Design imem_loader_ctrl_flat, sky130hd; sources not shown.
**Run 1: placed standard cells**

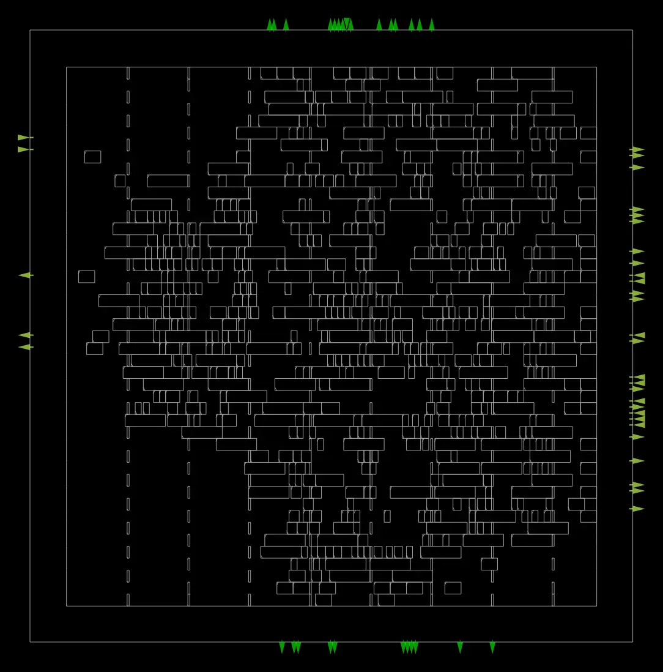
num rows: 45
share of the core filled with cells: 0.398
tally of filler cells in the layout: 1502

**Run 1: signal wires by layer**

Bar = 50 um.
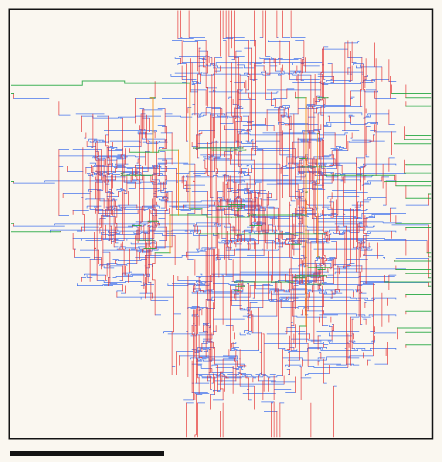
layer	colour	wire length
met3	green	582 um
met2	red	5540 um
met4	orange	207 um
met1	blue	5240 um
total via count in the routed design: 3850
sum of routed wire length over all layers: 11.6 mm

**Run 1: signal wires on met4**

Supply wires on this layer in grey.
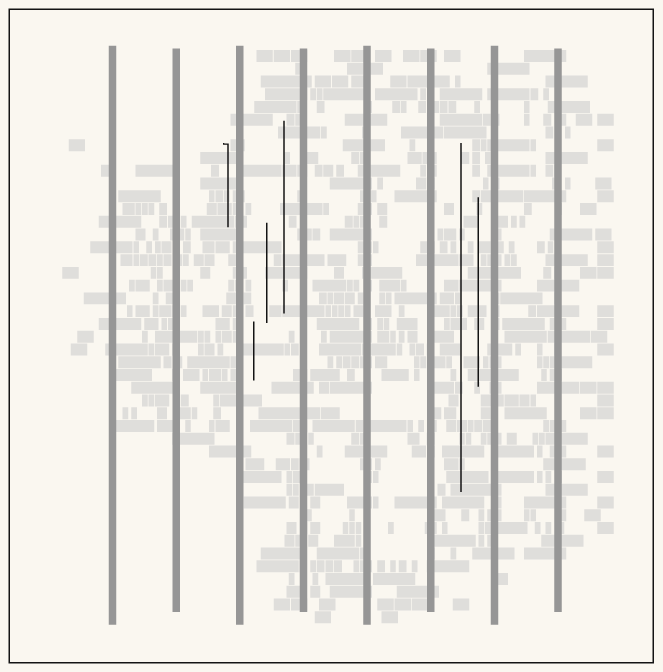
nets with wire on the layer	3
wire length on this layer	207 um
longest straight run	74.1 um

**Run 1: met3 routing**

Bar = 50 um.
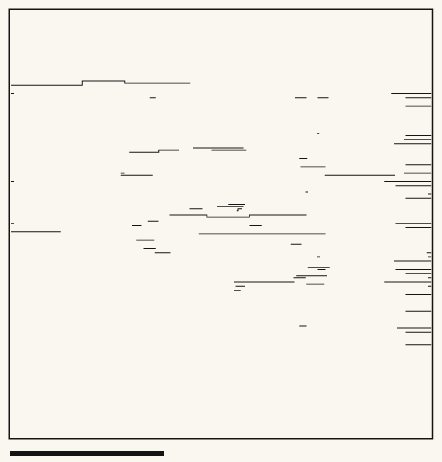
share of all routed wire	5.0%
nets with wire on the layer	57
main direction	horizontal
global-route met3 utilization: 0.0228

==> out/results.env, run 1 <==
RUN_STATUS='completed'
GRT_START_MAX_NET_PINS=83
CTSRESIZECOUNT=0
SETUP_TOTAL_NEGATIVE_SLACK_NS=0
DRTANTENNAVIOLNETS=0
STAGES_ON_WORST_SETUP_PATH=5
GRTUSAGEMET1=0.161
TIMING.FINAL.CRIT_SHARE=0.436
TIMING.FINAL.HOLD_VIOLATIONS=0
FA_HA_MAJ_AREA_FRAC=0.0181
VDD_DROP_MAX_V=0.000109
REG2REG_DEPTH=7
SEQ_PWR_W=0.000542
ROUTED_WL_PER_CELL_UM=14.4
DRT_ITER0_DRC=275
SYNTHMUXAREASHARE=0
SYNTH-SIMPLE-AREA-SHARE=0.251
MIN_PERIOD_NS=3.88
ASYNCSETRESETFLOPFRACSYNTH=1.00
SW_FRAC_OF_TOTAL=0.394
CLOCK-SINKS=98
CLK_TRANSITION_REPORTED_PATHS_NS=0.07
NUMPORTBUFFERS=57
CRITICAL_PATH_CLASS='in -> reg'
CLOCK-ROOT-BUFFER='sky130_fd_sc_hd__clkbuf_16'
SYNTHTOPLOGICFAMILY='simple AND/OR/NAND/NOR gates'
VIAS_PER_CELL=4.79
POST_SYNTH_INSTANCE_AREA_UM2=4830
WORST_PATH_LARGEST_CELL_DELAY_NS=0.77
PRECTSSETUPSLACK_NS=4.62
NETLIST_TOP_CELLS_COUNT='131 x sky130_fd_sc_hd__nand2_1, 98 x sky130_fd_sc_hd__dfrtp_1, 63 x sky130_fd_sc_hd__inv_1'
SYN_AVG_CELL_AREA_UM2=8.70
POSTCTSSETUPBUFFERS=0
TIMING.CRITICAL_PATH.TO_TYPE='flop'
CRITICAL_PATH.SLOWEST_CELL='sky130_fd_sc_hd__nand2_2'
ENABLE_FLOP_CELLS=0
CRITPATHMAXFANOUT=64
DP_HPWL_MM=8.30
DETAIL_ROUTE.FIRST_PASS.ITERATIONS=5
STAGE_LOG_WARNINGS=30
SYNTH-SEQ-CELLS=98
OVERALL_GLOBAL_ROUTING_USAGE=0.128
HTREE_NUM_LEVELS=3
CRITICAL_PATH.CELL_CHAIN='clkdlybuf4s50_1 > nand2_2 > inv_1 > a211oi_1 > nor3_1'
CTS_MADE_BUFFERS=9
MET3WIRELENGTH_UM=581
POSTSYNTHSEQSHARE=0.507
MIN-DELAY-PATH-CLASS='reg -> reg'
GPL.FINAL_WEIGHTED_CONGESTION=0.830
GRT_PASS1_VIAS=3839
SYNTH.AREA.TOP_CELLS='sky130_fd_sc_hd__dfrtp_1 51%, sky130_fd_sc_hd__nand2_1 10%, sky130_fd_sc_hd__inv_1 4.9%'
CHIP_AREA_UM2=19000
POST_SYNTH_AO_OA_AREA_FRACTION=0.131
SETUP-VIOLATIONS-FINAL=0
FLOORPLAN.NETS=575
TOTAL_LENGTH_OF_ROUTED_MET2_WIRES_MM=5.54
WORST_SETUP_PATH_START_KIND='primary input'
LAYOUT_TOP_CELLS_EXCL_FILL_TAP='130 x sky130_fd_sc_hd__nand2_1, 98 x sky130_fd_sc_hd__dfrtp_1, 62 x sky130_fd_sc_hd__inv_1'
HIGHEST_LAYER='met4'
CP_TOP_FAMILY='buffers and inverters'
GRT_FIRST_PASS_WIRELENGTH_MM=19.4
FINAL.HOLD.WORST_SLACK_NS=0.268
MAX_CAP_VIOLATIONS=0
## run 1: layout make-up
| type | instances | area, um^2 | share of cell area |
|---|---|---|---|
| Clock buffer | 9 | 225 | 0.0383 |
| Clock inverter | 7 | 83.8 | 0.0143 |
| Inverter | 75 | 289 | 0.0492 |
| Multi-Input combinational cell | 369 | 2010 | 0.343 |
| Sequential cell | 98 | 2450 | 0.417 |
| Tap cell | 188 | 235 | 0.0400 |
| Timing Repair Buffer | 58 | 578 | 0.0983 |
## run 1: through the flow
step	utilization	power, W	std cells
final	0.398	0.00144	804
after global routing	0.398	0.00153	804
after CTS	0.398	0.00145	804
after detailed placement	0.378	0.00104	788
after global placement	0.378	0.00104	788
after floorplan	-	0.000927	556
**Run 1: sizing map**

Bar = 50 um.
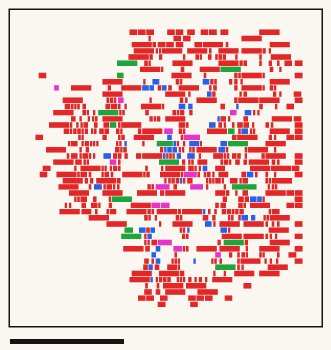

==> run 2: changes to the inputs <==
- clock period: 8.9 -> 3.82 ns (I/O delays scaled with it)
**Run 2: sizing map**

Bar = 50 um.
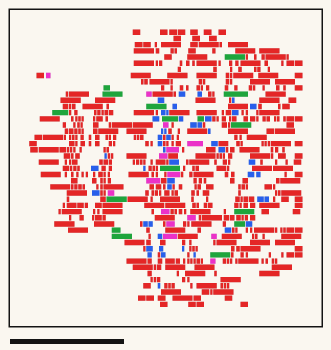
size	colour	cells
drive 3 to 4	magenta	15
drive 1 or less	red	540
drive 2	blue	47
drive 6 and up	green	16
Non-clk bufs: 60
least setup slack across all paths after layout: 1.00 ns
area grow syn2layout: 22.2%
cell area after layout: 5910 um^2

==> run 2 against run 1 <==
Against the previous run: cell count rose by 0.25%; worst hold slack improved by 0.00093 ns; non-clock buffer count rose by 2; register-to-register slack got worse by 4.7 ns; global-route usage rose by 0.55 points; critical path depth fell by 2; sequential power rose by 130%; die size did not move; clock-buffer cell count rose by 1; synthesized cell count did not move; sequential share of layout area fell by 0.22 points; critical endpoint is now done_o.
==> out/results.env, run 2 <==
HIGHEST_LAYER='met4'
FINAL_CORE_UTILIZATION=0.401  # +0.00212
DRTANTENNAVIOLNETS=0  # unchanged
RUN_STATUS='completed'
WORST_PATH_LARGEST_CELL_DELAY_NS=0.66  # -0.11 ns
FA_HA_MAJ_AREA_FRAC=0.0181  # unchanged
TOTAL_LENGTH_OF_ROUTED_MET2_WIRES_MM=5.62  # +1.6%
CRITICAL_PATH_CLASS='reg -> out'
FLOORPLAN.NETS=575  # unchanged
CLOCK-ROOT-BUFFER='sky130_fd_sc_hd__clkbuf_16'
SETUP_TOTAL_NEGATIVE_SLACK_NS=0  # unchanged
TIMING.FINAL.HOLD_VIOLATIONS=0  # unchanged
ENABLE_FLOP_CELLS=0  # unchanged
TIMING.FINAL.CRIT_SHARE=0.738
DRT_ITER0_DRC=242  # -12%
LAYOUT_TOP_CELLS_EXCL_FILL_TAP='130 x sky130_fd_sc_hd__nand2_1, 98 x sky130_fd_sc_hd__dfrtp_1, 62 x sky130_fd_sc_hd__inv_1'
STAGE_LOG_WARNINGS=30  # unchanged
SETUP-VIOLATIONS-FINAL=0  # unchanged
CHIP_AREA_UM2=19000  # unchanged
NUMPORTBUFFERS=57  # unchanged
MIN-DELAY-PATH-CLASS='reg -> reg'
NUMPLACEDINSTANCES=790  # +0.25%
POSTCTSSETUPBUFFERS=0  # unchanged
SEQ_PWR_W=0.00127  # +130%
ROUTED_WL_PER_CELL_UM=15.1  # +5.1%
GPL.FINAL_WEIGHTED_CONGESTION=0.864  # +4.1%
WORST_SETUP_PATH_START_KIND='flop'
MIN_PERIOD_NS=2.82
USE_MET3=0.0301  # +0.00725
POSTSYNTHSEQSHARE=0.507  # unchanged
TIMING.CRITICAL_PATH.TO_TYPE='output pin'
DP_HPWL_MM=8.92  # +7.5%
SYNTHTOPLOGICFAMILY='simple AND/OR/NAND/NOR gates'
HTREE_NUM_LEVELS=3  # unchanged
GRT_FIRST_PASS_WIRELENGTH_MM=20.0  # +2.9%
TOTALPOWERFINAL_W=0.00338  # +140%
CLK_TRANSITION_REPORTED_PATHS_NS=0.07  # about the same
REG2REG_DEPTH=11  # +4
MET3WIRELENGTH_UM=677  # +17%
SYNTH-SIMPLE-AREA-SHARE=0.251  # unchanged
SW_FRAC_OF_TOTAL=0.395  # +0.00124
POST_LAYOUT_INSTANCE_COUNT_EXCLUDING_FILLER_CELLS=806  # +0.25%
**Run 2: signal wires on met4**

Supply wires on this layer in grey.
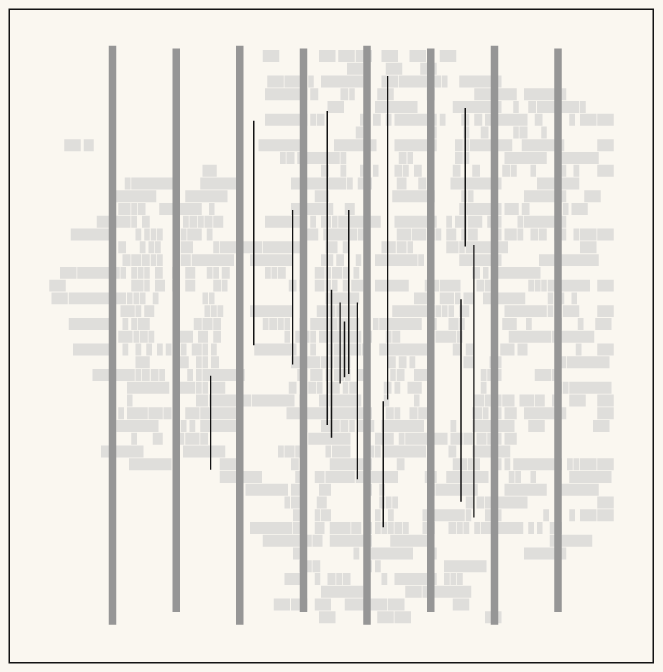
longest straight run	68.7 um
main direction	vertical
total via count in the routed design: 3917
sum of routed wire length over all layers: 12.2 mm

[run 2: cell types whose count changed in the layout (fill, tap and decap cells not counted)]
cell / delta
sky130_fd_sc_hd__buf_4: +1
sky130_fd_sc_hd__clkinv_4: -1
sky130_fd_sc_hd__clkinvlp_4: +1
sky130_fd_sc_hd__inv_6: -1
sky130_fd_sc_hd__clkbuf_8: +1
sky130_fd_sc_hd__buf_12: +1
[run 2: layout make-up]
type	count	area, um^2	share of cell area
clock buffer	10	239	0.0404
clock inverter	6	73.8	0.0125
inverter	75	289	0.0489
multi-input combinational	369	2010	0.341
sequential	98	2450	0.415
tap	188	235	0.0398
timing repair buffer	60	606	0.102
No activity file was given, so power comes from the tool's default toggle rates.
